[config.mk]
export PLATFORM = sky130hd
export DESIGN_NAME = ifetch_queue
export DESIGN_NICKNAME = d
export VERILOG_FILES = /design/src/rtl/fetch_pkg.sv /design/src/rtl/fetch_fifo.sv /design/src/rtl/ifetch_queue.sv
export SDC_FILE = /design/constraint.sdc
export NUM_CORES = 1
export LEC_CHECK = 0
export CORE_UTILIZATION = 60
export CTS_CLUSTER_SIZE = 14
export DETAILED_ROUTE_END_ITERATION = 8
export PLACE_DENSITY = 0.84
export SYNTH_ARGS = -nofsm -noshare
export SYNTH_HDL_FRONTEND = slang
export SYNTH_SLANG_ARGS = --single-unit
[constraint.sdc]
create_clock -name clk -period 8.2 [get_ports clk]
set_input_delay 2.46 -clock clk [delete_from_list [all_inputs] [get_ports clk]]
set_output_delay 2.46 -clock clk [all_outputs]
set_load 0.005 [all_outputs]
[src/rtl/fetch_pkg.sv]
// Shared types and sizing helpers for the instruction fetch front end.
package fetch_pkg;

  localparam int FETCH_PC_W  = 9;
  localparam int FETCH_INS_W = 32;
  localparam int FETCH_DEPTH = 4;
  localparam int FETCH_CNT_W = $clog2(FETCH_DEPTH) + 1;

  typedef struct packed {
    logic [FETCH_PC_W-1:0]  pc;
    logic [FETCH_INS_W-1:0] instr;
  } fetch_entry_t;

  localparam fetch_entry_t FETCH_BUBBLE = '0;

  // Counters must hold the value DEPTH itself, hence one bit above the pointer width.
  function automatic int cnt_width(input int depth);
    return $clog2(depth) + 1;
  endfunction

endpackage

[src/rtl/fetch_fifo.sv]
// Synchronous FIFO with a single-cycle clear; head shows the oldest entry.
module fetch_fifo
  import fetch_pkg::*;
#(
  parameter int WIDTH = 8,
  parameter int DEPTH = 4
) (
  input  logic                        clk,
  input  logic                        reset,
  input  logic                        push,
  input  logic                        pop,
  input  logic                        clear,
  input  logic [WIDTH-1:0]            wdata,
  output logic [WIDTH-1:0]            head,
  output logic [cnt_width(DEPTH)-1:0] count,
  output logic                        full,
  output logic                        empty
);

  localparam int AW = $clog2(DEPTH);
  localparam int CW = cnt_width(DEPTH);
  localparam logic [CW-1:0] FULL_CNT = DEPTH[CW-1:0];

  logic [WIDTH-1:0] mem [DEPTH];
  logic [AW-1:0]    rd_ptr;
  logic [AW-1:0]    wr_ptr;
  logic             do_push;
  logic             do_pop;

  // A push into a full FIFO is only honoured when the head leaves in the same cycle.
  assign do_pop  = pop && !empty;
  assign do_push = push && (!full || do_pop);

  assign full  = (count == FULL_CNT);
  assign empty = (count == '0);
  assign head  = mem[rd_ptr];

  always_ff @(posedge clk) begin
    if (!reset || clear) begin
      rd_ptr <= '0;
      wr_ptr <= '0;
      count  <= '0;
    end else begin
      if (do_push) wr_ptr <= wr_ptr + 1'b1;
      if (do_pop)  rd_ptr <= rd_ptr + 1'b1;
      case ({do_push, do_pop})
        2'b10:   count <= count + 1'b1;
        2'b01:   count <= count - 1'b1;
        default: ;
      endcase
    end
  end

  always_ff @(posedge clk) begin
    if (reset && !clear && do_push) mem[wr_ptr] <= wdata;
  end

endmodule

[src/rtl/ifetch_queue.sv]
// Instruction fetch front end: owns the PC, issues credit-limited memory reads,
// buffers in-order responses with their PCs and handles stall and redirect.
module ifetch_queue
  import fetch_pkg::*;
#(
  parameter int              PC_W     = FETCH_PC_W,
  parameter int              INS_W    = FETCH_INS_W,
  parameter int              DEPTH    = FETCH_DEPTH,
  parameter logic [PC_W-1:0] RESET_PC = '0
) (
  input  logic             clk,
  input  logic             reset,
  input  logic             redirect_valid,
  input  logic [PC_W-1:0]  redirect_pc,
  input  logic             stall,
  output logic             imem_req,
  output logic [PC_W-1:0]  imem_addr,
  input  logic             imem_rvalid,
  input  logic [INS_W-1:0] imem_rdata,
  output logic             if_valid,
  output logic [PC_W-1:0]  if_pc,
  output logic [INS_W-1:0] if_instr
);

  localparam int CW = cnt_width(DEPTH);
  localparam int EW = PC_W + INS_W;
  localparam logic [CW-1:0] DEPTH_CNT = DEPTH[CW-1:0];
  localparam logic [CW:0]   CAP       = {1'b0, DEPTH_CNT};

  logic [PC_W-1:0] fetch_pc;
  logic [PC_W-1:0] redirect_aligned;
  logic [CW-1:0]   outstanding;
  logic [CW-1:0]   drop_cnt;
  logic [CW-1:0]   q_count;
  logic [CW-1:0]   tag_count;
  logic            q_full;
  logic            q_empty;
  logic            tag_full;
  logic            tag_empty;
  logic [EW-1:0]   q_head;
  logic [PC_W-1:0] tag_head;
  logic [CW:0]     credit_used;
  logic            issue;
  logic            resp;
  logic            drop;
  logic            enq;
  logic            deq;

  // Buffered entries plus requests in flight may never exceed the queue size,
  // which guarantees every response has a slot waiting for it.
  assign credit_used = {1'b0, q_count} + {1'b0, outstanding};
  assign issue       = reset && !redirect_valid && (credit_used < CAP);

  // Stray responses with nothing in flight (left over from a reset) are ignored.
  assign resp = imem_rvalid && (outstanding != '0);
  assign drop = resp && (drop_cnt != '0);
  assign enq  = resp && (drop_cnt == '0) && !redirect_valid;
  assign deq  = !q_empty && !stall && !redirect_valid;

  assign redirect_aligned = redirect_pc & ~PC_W'(3);

  assign imem_req  = issue;
  assign imem_addr = fetch_pc;
  assign if_valid  = !q_empty;
  assign {if_pc, if_instr} = q_empty ? '0 : q_head;

  fetch_fifo #(.WIDTH(PC_W), .DEPTH(DEPTH)) u_tag_fifo (
    .clk   (clk),
    .reset (reset),
    .push  (issue),
    .pop   (enq),
    .clear (redirect_valid),
    .wdata (fetch_pc),
    .head  (tag_head),
    .count (tag_count),
    .full  (tag_full),
    .empty (tag_empty)
  );

  fetch_fifo #(.WIDTH(EW), .DEPTH(DEPTH)) u_entry_fifo (
    .clk   (clk),
    .reset (reset),
    .push  (enq),
    .pop   (deq),
    .clear (redirect_valid),
    .wdata ({tag_head, imem_rdata}),
    .head  (q_head),
    .count (q_count),
    .full  (q_full),
    .empty (q_empty)
  );

  // On redirect everything still in flight becomes stale, including a response
  // landing in the same cycle, which is discarded rather than counted.
  always_ff @(posedge clk) begin
    if (!reset) begin
      fetch_pc    <= RESET_PC;
      outstanding <= '0;
      drop_cnt    <= '0;
    end else begin
      outstanding <= outstanding + CW'(issue) - CW'(resp);
      if (redirect_valid) begin
        fetch_pc <= redirect_aligned;
        drop_cnt <= outstanding - CW'(resp);
      end else begin
        if (issue) fetch_pc <= fetch_pc + PC_W'(4);
        if (drop)  drop_cnt <= drop_cnt - 1'b1;
      end
    end
  end

  a_no_overflow: assert property (@(posedge clk) disable iff (!reset) !(enq && q_full));
  a_tag_room:    assert property (@(posedge clk) disable iff (!reset) !(issue && tag_full));
  a_tag_present: assert property (@(posedge clk) disable iff (!reset) !(enq && tag_empty));
  a_inflight:    assert property (@(posedge clk) disable iff (!reset)
                                  (tag_count + drop_cnt) == outstanding);
  a_out_bound:   assert property (@(posedge clk) disable iff (!reset) outstanding <= DEPTH_CNT);

endmodule

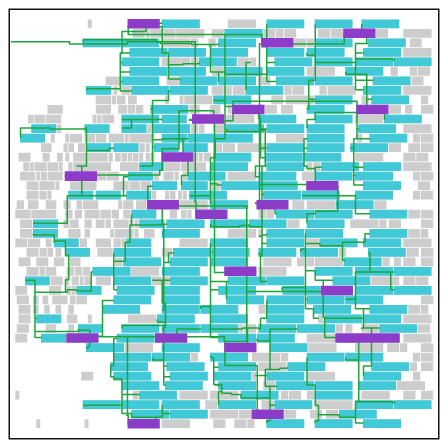
(images/clock_map.png)
flip-flops -> cyan  # count 215
clock wires -> green  # length 2150 µm
cells driving clock nets -> purple  # count 21
routed clock nets = 22
Worst-Skew Late Latency: 0.49 ns
Clock power frac: 38.6%

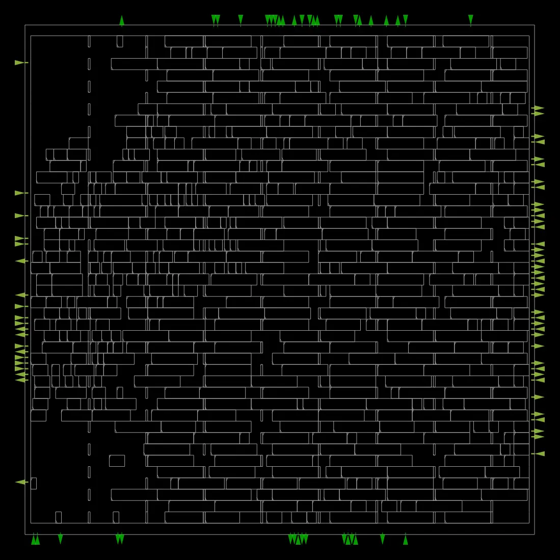
(images/final_placement.png)
FP Rows: 43
TAP cells: 180
utilization after layout: 74.39%

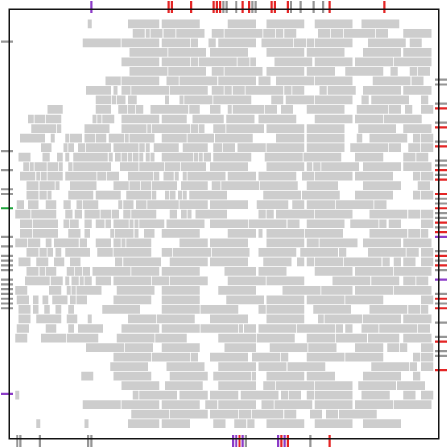
(images/pins.png)
Pins as bars across the die edge, other pins in gray.
if_pc -> purple  # pins 9, direction output, edge 5 south, 2 east, 1 north, 1 west
imem_req -> green  # pins 1, direction output, edge west
imem_rdata -> red  # pins 32, direction input, edge 15 east, 13 north, 4 south
all pins by edge = 39 east, 23 north, 20 west, 16 south

==> notes.md <==
Here are the numbers from the latest Yosys + OpenROAD run.

The total cells reported by yosys after synthesis came out at 481. The share of the core area taken by cells at floorplan is 62.03%. The fraction of synthesized area in multiplexers is 12.46%. The non-clock inverter total of the final layout came out at 21. The cell at the slowest stage of the critical path is sky130_fd_sc_hd__clkdlybuf4s50_1. After detailed routing, the met3 layer carries 844 µm of wire.

The run finished with clean final reports. The leakage power figure came out at 3.414 nW. Ranked by flip-flop count, first place goes to u_entry_fifo.mem.

The worst setup timing slack at the placement stage is 1.350 ns. Endpoints with negative setup slack in the final report add up to 0. The overall power of the completed layout is 2.396 mW. Counting only logic cells after layout, the most numerous master is sky130_fd_sc_hd__edfxtp_1. The met1 usage is 28.60%. The design area came out at 0.01041 mm².

Port buffering added 91 buffers. The share of flip-flops with an asynchronous set or reset is 0%. After detailed routing, the total wire length is 15960 µm. TritonCTS created 21 clock buffers.

The worst-case hold path end point is u_tag_fifo.count[2]$_SDFFE_PP0P_. The pin count of the biggest net entering global routing came out at 43. The number of hold buffers added after CTS is 0. For this run, the top clock speed supported by timing is 145.7 MHz. Dividing the detail-routed wire length by the instance count gives 20.68 µm. The first global-routing pass estimated 24780 µm of wire. The required arrival time at the worst endpoint is 5.74 ns. The total number of nets in the final design came out at 646. Counting both buffers and inverters, the worst setup path holds a total of 2. The initial antenna violation count was 0. In this run the tools logged warnings totalling 37. The kind of critical path is in -> out. There are 215 flip-flops and latches. The synthesis report lists the most area-consuming cells as sky130_fd_sc_hd__edfxtp_1 64%, sky130_fd_sc_hd__mux4_2 12%, sky130_fd_sc_hd__dfxtp_1 7.2%. Per the cell usage report, the commonest logic cells after layout are 184 x sky130_fd_sc_hd__edfxtp_1, 91 x sky130_fd_sc_hd__clkdlybuf4s50_1, 46 x sky130_fd_sc_hd__mux4_2. The element type at the critical path end is an output port. The clock-net power came out at 0.924 mW. The filler cell count in the final layout came out at 780. The clock distribution area overhead in the final layout is 6.385%. The number of diodes is 0.
Power figures rest on the tool's default switching activity, not on a simulated workload.
